[config.mk]
export PLATFORM = sky130hd
export DESIGN_NAME = apb_chk_wait_timer
export DESIGN_NICKNAME = d
export VERILOG_FILES = /design/src/rtl/apb_chk_pkg.sv /design/src/rtl/apb_chk_wait_timer.sv
export SDC_FILE = /design/constraint.sdc
export NUM_CORES = 1
export LEC_CHECK = 0
export CORE_AREA = 10 10 47 49
export CTS_BUF_LIST = sky130_fd_sc_hd__clkbuf_8 sky130_fd_sc_hd__clkbuf_16
export CTS_CLUSTER_SIZE = 20
export DETAILED_ROUTE_END_ITERATION = 7
export DIE_AREA = 0 0 57 59
export GPL_TIMING_DRIVEN = 0
export SYNTH_ARGS = -nofsm -noshare
export SYNTH_HDL_FRONTEND = slang
export SYNTH_SLANG_ARGS = --single-unit
[constraint.sdc]
create_clock -name pclk -period 1.68 [get_ports pclk]
set_input_delay 0.252 -clock pclk [delete_from_list [all_inputs] [get_ports pclk]]
set_output_delay 0.252 -clock pclk [all_outputs]
set_load 0.01 [all_outputs]
[src/rtl/apb_chk_pkg.sv]
// Shared types and constants for the passive APB protocol checker.
// Error indices are bit positions in err_vec / err_pulse.
package apb_chk_pkg;

  typedef enum logic [1:0] {
    PH_IDLE   = 2'd0,
    PH_SETUP  = 2'd1,
    PH_ACCESS = 2'd2
  } phase_e;

  localparam int ERR_N               = 7;
  localparam int ERR_SEL_MULTI       = 0;
  localparam int ERR_ENABLE_NO_SETUP = 1;
  localparam int ERR_ENABLE_MISSING  = 2;
  localparam int ERR_UNSTABLE        = 3;
  localparam int ERR_TIMEOUT         = 4;
  localparam int ERR_SLVERR_MISMATCH = 5;
  localparam int ERR_SLVERR_STRAY    = 6;

  localparam int WAIT_CNT_W = 8;

endpackage

[src/rtl/apb_chk_wait_timer.sv]
// Counts wait samples of one APB access; expired is a combinational flag
// raised on the tick that brings the count to MAX_WAIT.
module apb_chk_wait_timer
  import apb_chk_pkg::*;
#(
  parameter int MAX_WAIT = 16
) (
  input  logic pclk,
  input  logic preset,
  input  logic start,
  input  logic tick,
  input  logic stop,
  output logic expired
);

  logic [WAIT_CNT_W-1:0] wait_cnt;

  // start loads 1 because the SETUP sample with pready low is the first wait.
  always_ff @(posedge pclk) begin
    if (!preset) begin
      wait_cnt <= '0;
    end else if (stop) begin
      wait_cnt <= '0;
    end else if (start) begin
      wait_cnt <= WAIT_CNT_W'(1);
    end else if (tick && (wait_cnt != '1)) begin
      wait_cnt <= wait_cnt + WAIT_CNT_W'(1);
    end
  end

  assign expired = tick && (wait_cnt >= WAIT_CNT_W'(MAX_WAIT - 1));

endmodule

**Cell sizes after repair**

The bar under the picture is 20 um long.
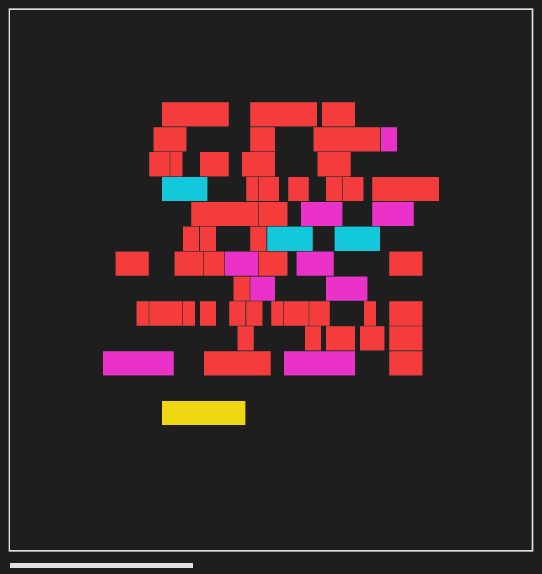
legend:
  red:
    size: x1 and smaller
    cells: 46
    share: 78%
    most_used: dfxtp_1
  cyan:
    size: x6 and larger
    cells: 3
    share: 5.1%
    most_used: clkbuf_8
  yellow:
    size: x3 and x4
    cells: 1
    share: 1.7%
    most_used: ha_4
  magenta:
    size: x2
    cells: 9
    share: 15%
    most_used: dfxtp_2

**Met2 routing**

The bar under the picture is 20 um long. Cells faint in the background.
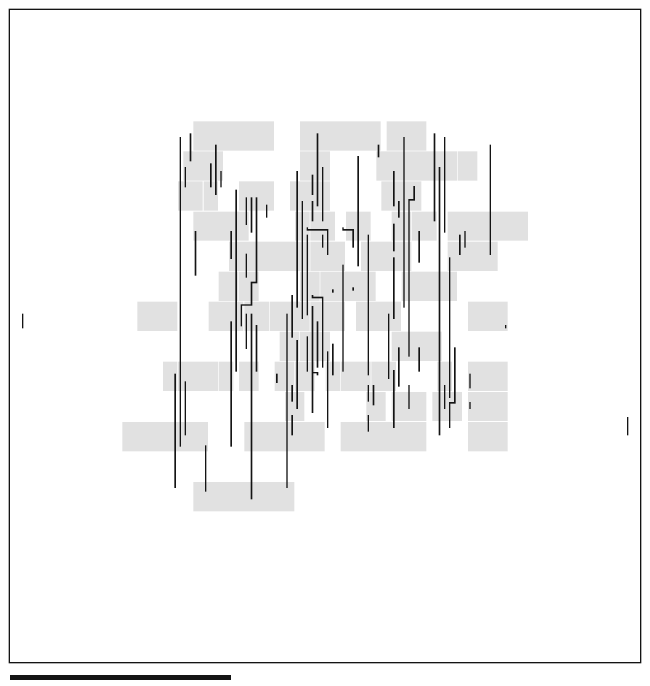
longest straight run: 27.9 um
main direction: vertical
wire length on this layer: 436 um
nets with wire on the layer: 55
share of all routed wire: 41%
routed wire length: 1.068 mm
M2 GR Usage: 9.302%
total number of vias: 416

**Signal wires on met1**

The bar under the picture is 20 um long. Supply wires on this layer in grey. Cells faint in the background.
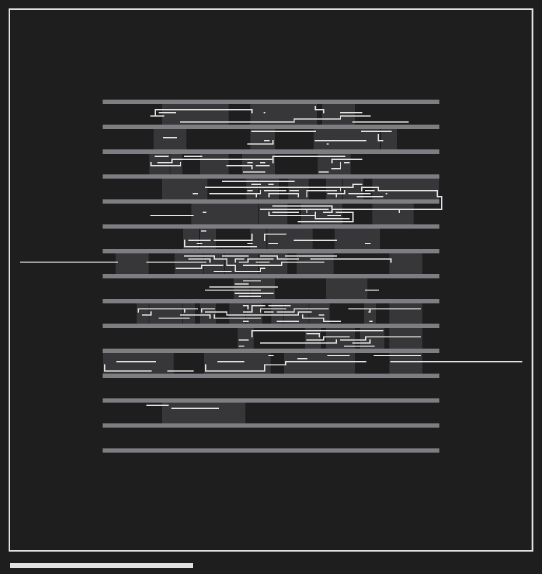
longest straight run: 16.1 um
share of all routed wire: 50%
wire length on this layer: 535 um
main direction: horizontal
nets with wire on the layer: 61
met1 usage: 7.914%

**Signal wires by layer**

Two of the layers only.
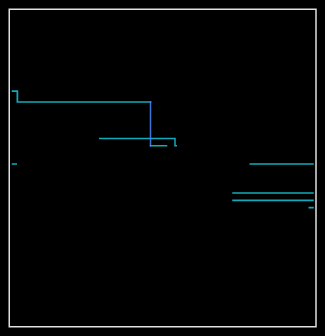
legend:
  blue:
    layer: M4
    wire_length: 8.20 um
  cyan:
    layer: M3
    wire_length: 89.4 um
Overall Global Routing Usage: 6.895%
wire length per cell: 14.24 um

==> impl_metrics.env <==
# yosys + openroad results
export IMPL_crit_chain="ha_4, nand3_2, a21boi_2, clkdlybuf4s15_1"
export IMPL_largest_reg_flops=8
export IMPL_postSynthSeqShare_pct=35.16
export IMPL_postCtsHoldBufs=0
export IMPL_cts_sinks=8
export IMPL_critPathMaxFanout=6
export IMPL_syn_area_sq_um=455.4
export IMPL_drive_gt1_share_pct=22.03
export IMPL_ys_warnings_count=0
export IMPL_synth_logic_top_family="simple AND/OR/NAND/NOR gates"
export IMPL_critPathRequiredTime_ns=1.43
export IMPL_async_flop_share_pct=0
export IMPL_hp_class="flip-flop to flip-flop"
export IMPL_min_period_ns=1.572
export IMPL_path_depth=4
export IMPL_final_cell_area_sq_um=596.8
export IMPL_period_used_pct=93.54
export IMPL_synthDistinctLibCells=27
export IMPL_ys_sh_simple_pct=31.87
export IMPL_diodes=0
export IMPL_met3WireLength_um=89
export IMPL_cts_tree="done"
export IMPL_wl_met1_um=534
export IMPL_antenna_found_initial=0
export IMPL_ys_area_sq_um=455.4
export IMPL_drt_vias_per_instance=5.547
export IMPL_critPathCapture="expired"
export IMPL_p_comb_mw=0.0253
export IMPL_die_area_sq_um=3363
export IMPL_whs_endpoint="wait_cnt[1]$_SDFFE_PP0P_"
export IMPL_enable_flop_cells=0
export IMPL_floorplan_nets=57
export IMPL_clkTransAtPathRegs_ns=0.04
export IMPL_place_area_sq_um=525.5
export IMPL_pre_cts_slack_ns=-0.2388
export IMPL_clock_latency_ns=0.23
export IMPL_status="complete, no violations"
export IMPL_maxCapViolCount=0
export IMPL_fa_ha_area_share_pct=2.747
export IMPL_power_frac_clock_pct=51.4
export IMPL_drc=0
export IMPL_use_met3_pct=5.150
-- placed cells by master, fill, tap and decap left out, types with 2 or more instances in the layout --
cell,count
clkdlybuf4s50_1,4
nand2_1,5
nor3_1,2
nand3_1,2
dfxtp_1,6
dfxtp_2,2
o21ai_0,2
clkbuf_8,3
and4_1,3
mux2i_1,2
nand4_1,3
a21oi_1,4
-- cell type report --
| class | instances | area, sq um | area share (%) |
|---|---|---|---|
| Buffer | 1 | 5.005 | 0.8386 |
| Clock buffer | 3 | 41.29 | 6.918 |
| Inverter | 1 | 3.754 | 0.6289 |
| Multi-Input combinational cell | 41 | 314.1 | 52.62 |
| Sequential cell | 8 | 162.7 | 27.25 |
| Tap cell | 16 | 20.02 | 3.354 |
| Timing Repair Buffer | 5 | 50.05 | 8.386 |
